### Cell outlines without signal wires, run 1

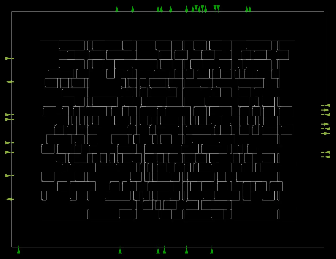
### Clock network drawn from the DEF, run 1

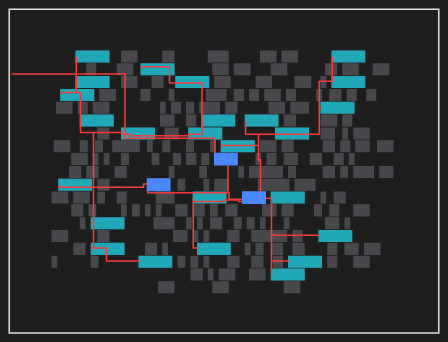
### Sequential cells grouped by signal name, run 1

The bar under the picture is 20 um long. Other sequential cells in the stronger grey, the rest of the logic in the fainter grey.
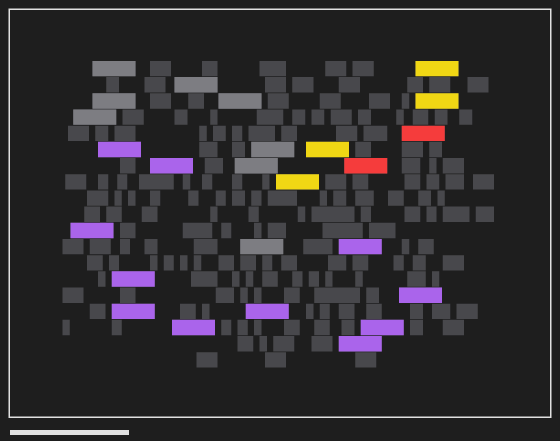
==> config.mk <==
export PLATFORM = sky130hd
export DESIGN_NAME = pixel_layer_scheduler
export DESIGN_NICKNAME = d
export VERILOG_FILES = /design/src/rtl/game_pkg.sv /design/src/rtl/sram_pkg.sv /design/src/rtl/layer_priority_encoder.sv /design/src/rtl/pixel_layer_scheduler.sv
export SDC_FILE = /design/constraint.sdc
export NUM_CORES = 1
export LEC_CHECK = 0
export CAP_MARGIN = 30
export CELL_PAD_IN_SITES_DETAIL_PLACEMENT = 1
export CELL_PAD_IN_SITES_GLOBAL_PLACEMENT = 1
export CORE_ASPECT_RATIO = 0.7
export CORE_MARGIN = 8
export CORE_UTILIZATION = 34
export CTS_BUF_LIST = sky130_fd_sc_hd__clkbuf_8 sky130_fd_sc_hd__clkbuf_16
export CTS_CLUSTER_DIAMETER = 200
export CTS_CLUSTER_SIZE = 16
export DETAILED_ROUTE_END_ITERATION = 10
export PLACE_DENSITY_LB_ADDON = 0.25
export SLEW_MARGIN = 20
export SYNTH_ARGS = -nofsm -noshare
export SYNTH_HDL_FRONTEND = slang
export SYNTH_SLANG_ARGS = --single-unit
==> constraint.sdc <==
create_clock -name i_clk -period 1.8 [get_ports i_clk]
set_input_delay 0.36 -clock i_clk [delete_from_list [all_inputs] [get_ports i_clk]]
set_output_delay 0.36 -clock i_clk [all_outputs]
set_load 0.02 [all_outputs]
==> src/rtl/game_pkg.sv <==
// Game-level object identifiers, the layer priority table and the scheduler state encoding.
package game_pkg;

    typedef enum logic [3:0] {
        OBJECT_MAP    = 4'd0,
        CAR1_CIRCLE   = 4'd1,
        CAR2_CIRCLE   = 4'd2,
        CAR1          = 4'd3,
        CAR2          = 4'd4,
        QBLOCK        = 4'd5,
        BAR_DIGIT     = 4'd6,
        BAR           = 4'd7,
        START_CAPTION = 4'd8,
        WIN_CAPTION   = 4'd9,
        LOSE_CAPTION  = 4'd10,
        IDLE_BG       = 4'd11
    } ObjectID;

    localparam int unsigned NUM_OBJ_LAYERS = 12;
    localparam int unsigned LAYER_IDX_W    = 4;

    // Index 0 is drawn on top; the map is the background and always last.
    localparam ObjectID LAYER_OBJECT [NUM_OBJ_LAYERS] = '{
        CAR1_CIRCLE, CAR2_CIRCLE, CAR1, CAR2, QBLOCK, BAR_DIGIT,
        BAR, START_CAPTION, WIN_CAPTION, LOSE_CAPTION, IDLE_BG, OBJECT_MAP
    };

    typedef enum logic [1:0] {
        IDLE  = 2'd0,
        SCAN  = 2'd1,
        FETCH = 2'd2,
        OUT   = 2'd3
    } sched_state_t;

    function automatic ObjectID layer_object(input logic [LAYER_IDX_W-1:0] idx);
        if (idx < LAYER_IDX_W'(NUM_OBJ_LAYERS))
            return LAYER_OBJECT[idx];
        return OBJECT_MAP;
    endfunction

endpackage

==> src/rtl/sram_pkg.sv <==
// Encoded-colour format shared with the sprite SRAM.
package sram_pkg;

    localparam int unsigned COLOR_WIDTH = 4;
    localparam logic [COLOR_WIDTH-1:0] TRANSPARENT_CODE = '0;

endpackage

==> src/rtl/layer_priority_encoder.sv <==
// Combinational lowest-set-bit selector over the pending layer mask.
module layer_priority_encoder #(
    parameter int unsigned N = 12
) (
    input  logic [N-1:0]         hits,
    output logic [$clog2(N)-1:0] idx,
    output logic                 any
);

    always_comb begin
        idx = '0;
        any = 1'b0;
        for (int unsigned i = 0; i < N; i++) begin
            if (hits[i] && !any) begin
                idx = ($clog2(N))'(i);
                any = 1'b1;
            end
        end
    end

endmodule

==> src/rtl/pixel_layer_scheduler.sv <==
// Walks hit layers in priority order, fetching colours until an opaque one (or the background) wins.
// Optional SRAM acknowledge watchdog is enabled by defining LAYER_TIMEOUT_EN.
module pixel_layer_scheduler
    import game_pkg::*;
    import sram_pkg::*;
#(
    parameter int unsigned NUM_LAYERS     = 12,
    parameter int unsigned TIMEOUT_CYCLES = 15
) (
    input  logic                          i_clk,
    input  logic                          i_rst_n,
    input  logic                          i_pix_valid,
    output logic                          o_pix_ready,
    input  logic [NUM_LAYERS-1:0]         i_layer_hit,
    output logic                          o_sram_req,
    output logic [$clog2(NUM_LAYERS)-1:0] o_sram_layer,
    input  logic                          i_sram_ack,
    input  logic [COLOR_WIDTH-1:0]        i_sram_data,
    output logic                          o_out_valid,
    input  logic                          i_out_ready,
    output ObjectID                       o_object_id,
    output logic [COLOR_WIDTH-1:0]        o_encoded_color,
    output logic                          o_timeout_err
);

    localparam int unsigned IW = $clog2(NUM_LAYERS);
    localparam logic [IW-1:0] BG_IDX = IW'(NUM_LAYERS - 1);

    sched_state_t            state_q, state_d;
    logic [NUM_LAYERS-1:0]   hit_q;
    logic [IW-1:0]           idx_q;
    ObjectID                 obj_q;
    logic [COLOR_WIDTH-1:0]  color_q;
    logic [IW-1:0]           enc_idx;
    logic                    enc_any;
    logic [IW-1:0]           sel_idx;
    logic                    is_bg;
    logic                    opaque_ack;
    logic                    wd_expired;

    layer_priority_encoder #(.N(NUM_LAYERS)) u_prio (
        .hits (hit_q),
        .idx  (enc_idx),
        .any  (enc_any)
    );

    assign sel_idx    = enc_any ? enc_idx : BG_IDX;
    assign is_bg      = (idx_q == BG_IDX);
    assign opaque_ack = i_sram_ack && ((i_sram_data != TRANSPARENT_CODE) || is_bg);

`ifdef LAYER_TIMEOUT_EN
    localparam int unsigned WD_W = $clog2(TIMEOUT_CYCLES + 1);
    logic [WD_W-1:0] wd_cnt_q;
    logic            timeout_err_q;

    // Expires on the TIMEOUT_CYCLES-th consecutive FETCH cycle without an ack.
    assign wd_expired = (state_q == FETCH) && !i_sram_ack &&
                        (wd_cnt_q == WD_W'(TIMEOUT_CYCLES - 1));

    always_ff @(posedge i_clk) begin
        if (!i_rst_n) begin
            wd_cnt_q      <= '0;
            timeout_err_q <= 1'b0;
        end else if (state_q == SCAN) begin
            wd_cnt_q <= '0;
        end else if (state_q == FETCH && !i_sram_ack) begin
            if (wd_expired)
                timeout_err_q <= 1'b1;
            else
                wd_cnt_q <= wd_cnt_q + 1'b1;
        end
    end

    assign o_timeout_err = timeout_err_q;
`else
    assign wd_expired    = 1'b0;
    assign o_timeout_err = 1'b0;
`endif

    always_ff @(posedge i_clk) begin
        if (!i_rst_n)
            state_q <= IDLE;
        else
            state_q <= state_d;
    end

    always_comb begin
        state_d = state_q;
        case (state_q)
            IDLE:  if (i_pix_valid) state_d = SCAN;
            SCAN:  state_d = FETCH;
            FETCH: begin
                if (i_sram_ack)
                    state_d = opaque_ack ? OUT : SCAN;
                else if (wd_expired)
                    state_d = is_bg ? OUT : SCAN;
            end
            OUT:   if (i_out_ready) state_d = IDLE;
            default: state_d = IDLE;
        endcase
    end

    always_comb begin
        o_pix_ready = (state_q == IDLE);
        o_sram_req  = (state_q == FETCH);
        o_out_valid = (state_q == OUT);
    end

    always_ff @(posedge i_clk) begin
        if (!i_rst_n) begin
            hit_q   <= '0;
            idx_q   <= '0;
            obj_q   <= OBJECT_MAP;
            color_q <= '0;
        end else begin
            case (state_q)
                IDLE: begin
                    if (i_pix_valid) begin
                        hit_q             <= i_layer_hit;
                        hit_q[BG_IDX]     <= 1'b1;
                    end
                end
                SCAN: begin
                    idx_q          <= sel_idx;
                    hit_q[sel_idx] <= 1'b0;
                end
                FETCH: begin
                    if (opaque_ack) begin
                        obj_q   <= layer_object(LAYER_IDX_W'(idx_q));
                        color_q <= i_sram_data;
                    end else if (!i_sram_ack && wd_expired && is_bg) begin
                        obj_q   <= layer_object(LAYER_IDX_W'(idx_q));
                        color_q <= '0;
                    end
                end
                default: ;
            endcase
        end
    end

    assign o_sram_layer    = idx_q;
    assign o_object_id     = obj_q;
    assign o_encoded_color = color_q;

endmodule
==> Changelog: implementation, run 1 <==
### Physical design

- Non-clock buffer count: 45
- Reg-to-reg startpoint: o_sram_layer[0]$_SDFFE_PN0P_
- M1 GR Usage: 15.7%
- Status: finished, final reports clean
- Int Power: 953 uW
- Total Routing Usage GR: 12.4%
- Clk buf depth: 2
- CP peak stage delay: 0.63 ns
- Clock-cell share of area: 2.46%
- Crit path kind: flop to primary output
- Max reg flops: 11
- Worst reg2reg setup slack: 0.24 ns
- CP Buf/Inv Count: 1
- Worst setup SP type: flop
- Flops: 25
- F_max: 608 MHz
- Sw Ratio: 31.0%
- Multi-input gates: 114
- Initial antenna violation count: 0
- Net Switching: 429 uW
- Clk latency late pin: 0.27 ns
- Vias in the first global route: 1294
- Pwr/cell area: 756 nW/um^2
- Met2 routed wirelength: 1720 um
- Largest class: combinational gates
- MUX area fraction: 3.76%
- Element type at the critical path end: primary output
- CP startpoint: o_sram_layer[0]$_SDFFE_PN0P_
- Yosys stat cell total: 154
- Async S/R FF share, synth: 0%
- Die height: 68.3 um
- Slew Limit Fails: 0
- Post-synth seq share: 37.6%
- Top area cell types: dfxtp_1 38%, nand2_1 4.2%, nor2b_1 4.2%, mux2i_1 3.8%, a21oi_1 3.4%
- Top Consumer: sequential cells
- Met3 wire len: 146 um
- Final GP Congestion: 0.786
- Post-Syn Area: 1330 sq um
- Most frequent logic cell in the layout: clkdlybuf4s50_1
- Grt ovf: 0
- Crit-path max FO: 4
- Flops after synth: 25
- Post-Synthesis Cells: 154
- Setup violations, final: 0
- Most area-hungry cell type in the Yosys netlist: dfxtp_1
- Die width: 90.8 um
- DRT Pass-1 Iters: 4
- Root buffer cell: clkbuf_8
- 1st-iter DRT viols: 57
- Chip area: 6200 sq um
- Unrepaired setup endpoints after global routing: false
- Cts hold-fix bufs: 0
- Post-CTS setup buffer count: 0
- Cts repair resizes: 2
- Hold Violations, Final: 0
- CTS clk-pin slew, worst paths: 0.09 ns
- DP Cell Count: 241
- Tightest Hold Check Type: flop to flop
- Vias/cell: 5.05
- Area leader share: 37.6%
- Number of OpenROAD warnings: 27
- Chip area in the Yosys report: 1330 sq um
- Maximum VDD drop: 0.338 mV
- Critical path arrival: 1.28 ns
- Hold Path Sink: o_encoded_color[0]$_SDFFE_PN0P_
- Number of enable flip-flop cells: 0
- Core Region: 3830 sq um
- Top reg by flops: hit_q
- Most frequent cells in the layout: 29 x clkdlybuf4s50_1, 25 x dfxtp_1, 15 x nand2_1
- Top Ports: 37
- Placed Area: 1780 sq um
- Leak: 0.000707 uW
- First-pass GRT wire length: 6290 um
- Routed len/inst: 15.5 um
- GR peak layer: met2
- CTS tree: yes
- Fin cells: 245
- Final min period: 1.64 ns
-- 'Cell outlines without signal wires' (at the start) --
sequential cell area share: 27.4%
number of core rows: 19

-- 'Clock network drawn from the DEF' (at the start) --
clock wires: marked red, length 348 um. flip-flops: marked cyan, count 25. cells driving clock nets: marked blue, count 3.
There are 4 routed clock nets.

-- 'Sequential cells grouped by signal name' (at the start) --
`state_q`: marked red, placed flops 2. `hit_q`: marked purple, placed flops 11. `o_encoded_color`: marked yellow, placed flops 4.
Another 8 sequential cells are not coloured.
P_seq: 642 uW
Core Util, Final: 47.8%
Sequential cell area: 500 sq um

==> run 2: changes to the inputs <==
HOLD_SLACK_MARGIN = 0.08   (was not set)
### Cell sizes after repair, run 2

The bar under the picture is 20 um long.
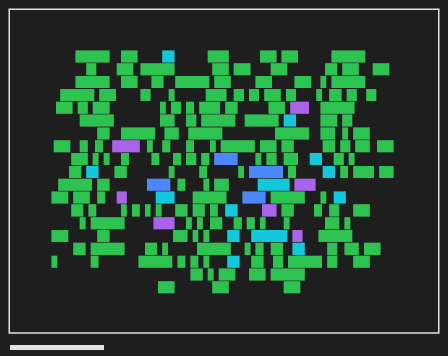
drive 2: marked purple, cells 7, share 3.6%. drive 1 or less: marked green, cells 169, share 88%. drive 3 to 4: marked cyan, cells 13, share 6.7%. drive 6 and up: marked blue, cells 4, share 2.1%.
Area Growth Syn to Fin: 37.4%
Final WS setup: 0.156 ns
final instance area: 1830 sq um

==> run 2 against run 1 <==
Clock skew unchanged; hold slack unchanged; final area unchanged; die size unchanged; clock power about the same; synthesized area unchanged; setup slack unchanged; via count unchanged; global-route usage unchanged; first-iteration DRC count unchanged; clock-buffer cell count unchanged; wire length unchanged.
==> Changelog: implementation, run 2 <==
### Physical design

- Status: finished, final reports clean
- Placed Area: 1780 sq um
- MUX area fraction: 3.76%
- Hold Violations, Final: 0
- Top area cell types: dfxtp_1 38%, nand2_1 4.2%, nor2b_1 4.2%, mux2i_1 3.8%, a21oi_1 3.4%
- Area leader share: 37.6%
- Total Routing Usage GR: 12.4%
- Non-clock buffer count: 45
- P_seq: 642 uW
- Root buffer cell: clkbuf_8
- Sequential cell area share: 27.4%
- Sw Ratio: 31.0%
- Setup violations, final: 0
- Critical path arrival: 1.28 ns
- Yosys stat cell total: 154
- CP Buf/Inv Count: 1
- Met2 routed wirelength: 1720 um
- Element type at the critical path end: primary output
- GR peak layer: met2
- Die height: 68.3 um
- Net Switching: 429 uW
- CTS clk-pin slew, worst paths: 0.09 ns
- Leak: 0.000707 uW
- CTS tree: yes
- Routed len/inst: 15.5 um
- Sequential cell area: 500 sq um
- Top Consumer: sequential cells
- Top Ports: 37
- CP peak stage delay: 0.63 ns
- Async S/R FF share, synth: 0%
- Core Util, Final: 47.8%
- Number of OpenROAD warnings: 27
- Grt ovf: 0
- DP Cell Count: 241
- Met3 wire len: 146 um
- Worst reg2reg setup slack: 0.24 ns
- Vias in the first global route: 1294
- Core Region: 3830 sq um
- Chip area in the Yosys report: 1330 sq um
- Cts hold-fix bufs: 0
- Final min period: 1.64 ns
- Multi-input gates: 114
- Clk buf depth: 2
- Unrepaired setup endpoints after global routing: false
- Hold Path Sink: o_encoded_color[0]$_SDFFE_PN0P_
- Tightest Hold Check Type: flop to flop
- Slew Limit Fails: 0
- Initial antenna violation count: 0
- Cts repair resizes: 2
- Reg-to-reg startpoint: o_sram_layer[0]$_SDFFE_PN0P_
- Vias/cell: 5.05
- Number of enable flip-flop cells: 0
- Post-synth seq share: 37.6%
- CP startpoint: o_sram_layer[0]$_SDFFE_PN0P_
- Most frequent logic cell in the layout: clkdlybuf4s50_1
- Number of core rows: 19
- Max reg flops: 11
- Most area-hungry cell type in the Yosys netlist: dfxtp_1
- Clk latency late pin: 0.27 ns
### Cell outlines without signal wires, run 2

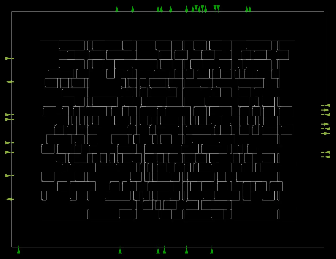
Flops: 25
fin cells: 245

### Sequential cells grouped by signal name, run 2

The bar under the picture is 20 um long. Other sequential cells in the stronger grey, the rest of the logic in the fainter grey.
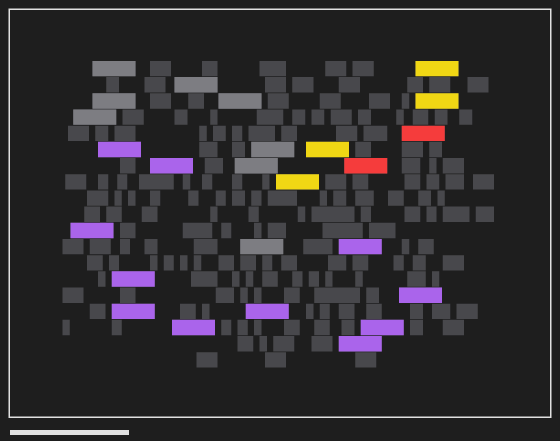

==> run 3: changes to the inputs <==
CELL_PAD_IN_SITES_DETAIL_PLACEMENT = not set   (was 1)
CELL_PAD_IN_SITES_GLOBAL_PLACEMENT = not set   (was 1)
CORE_MARGIN = not set   (was 8)
CORE_UTILIZATION = 47   (was 34)
### Sequential cells grouped by signal name, run 3

The bar under the picture is 20 um long. Other sequential cells in the stronger grey, the rest of the logic in the fainter grey.
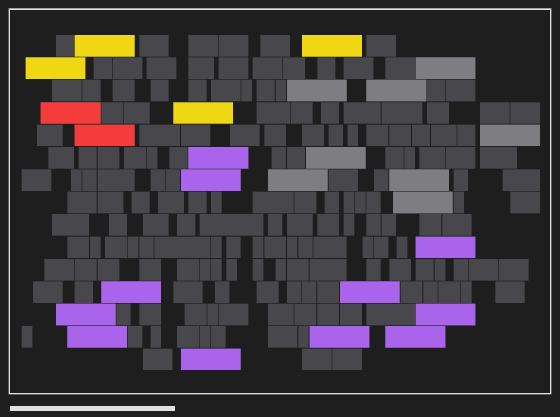
`hit_q`: marked purple, placed flops 11. `o_encoded_color`: marked yellow, placed flops 4. `state_q`: marked red, placed flops 2.
Another 8 sequential cells are not coloured.
Core Util, Final: 70.1%
sequential cell area share: 27.8%

==> run 3 against run 2 <==
Combinational power is 4% lower; critical path depth stayed put; clock-buffer cell count stayed put; cell count is 6.9% lower; clock skew is 0.00065 ns lower; power is 1.6% lower; non-clock buffer count is 1 higher; synthesized cell count stayed put; synthesized area stayed put; maximum frequency is 0.29% higher; flip-flop count stayed put; utilization is 22 points higher; highest routed layer unchanged.
==> Changelog: implementation, run 3 <==
### Physical design

- Worst setup SP type: flop
- Max reg flops: 11
- Top Consumer: sequential cells
- Net Switching: 412 uW
- Vias in the first global route: 1140
- Tightest Hold Check Type: flop to flop
- DRT Pass-1 Iters: 4
- Cts hold-fix bufs: 0
- Pwr/cell area: 755 nW/um^2
- CP startpoint: o_sram_layer[0]$_SDFFE_PN0P_
- Critical path arrival: 1.28 ns
- Maximum VDD drop: 0.630 mV
- DP Cell Count: 224
- Initial antenna violation count: 0
- Die height: 46.5 um
- Die width: 65.6 um
- Top area cell types: dfxtp_1 38%, nand2_1 4.2%, nor2b_1 4.2%, mux2i_1 3.8%, a21oi_1 3.4%
- Number of core rows: 15
- 1st-iter DRT viols: 100
- Sw Ratio: 30.3%
- Status: finished, final reports clean
- Final WS setup: 0.161 ns
- Grt ovf: 0
- Setup violations, final: 0
- First-pass GRT wire length: 5170 um
- Total Routing Usage GR: 22.9%
- Met3 wire len: 190 um
- Core Region: 2570 sq um
- Yosys stat cell total: 154
- CP peak stage delay: 0.62 ns
- Flops: 25
- Multi-input gates: 114
- GR peak layer: met2
- Most frequent cells in the layout: 29 x clkdlybuf4s50_1, 25 x dfxtp_1, 15 x nand2_1
- Routed len/inst: 13.5 um
- Vias/cell: 5.39
- F_max: 610 MHz
- Int Power: 948 uW
- Sequential cell area: 500 sq um
- Async S/R FF share, synth: 0%
- Most frequent logic cell in the layout: clkdlybuf4s50_1
- Post-Syn Area: 1330 sq um
- Leak: 0.000706 uW
- Reg-to-reg startpoint: o_sram_layer[0]$_SDFFE_PN0P_
- Element type at the critical path end: primary output
- Slew Limit Fails: 0
- Hold Path Sink: o_encoded_color[0]$_SDFFE_PN0P_
- CP Buf/Inv Count: 1
- Chip area: 3050 sq um
- Unrepaired setup endpoints after global routing: false
- Top reg by flops: hit_q
- MUX area fraction: 3.76%
- Post-Synthesis Cells: 154
- Clock-cell share of area: 2.57%
- Area leader share: 37.6%
- Worst reg2reg setup slack: 0.27 ns
- Clk latency late pin: 0.27 ns
- P_seq: 641 uW
### Signal metal coverage by tile, run 3

The die is cut into 13 by 9 equal tiles; dark blue is low, red is high, scaled to the fullest tile. Values are wire area over tile area, all layers added.
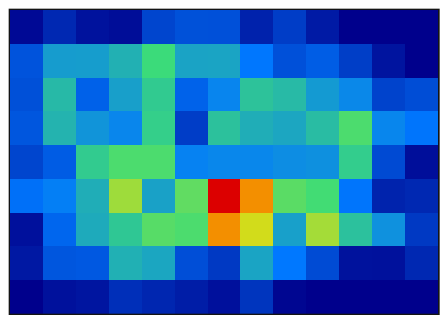
12% of the tiles are over half the peak. The mean over all tiles is 0.16. The densest ninth of the die: centre. The emptiest ninth of the die: north-east. The fullest tile reaches 0.62. 9.4% of the tiles are nearly empty.

Power figures rest on the tool's default switching activity, not on a simulated workload.
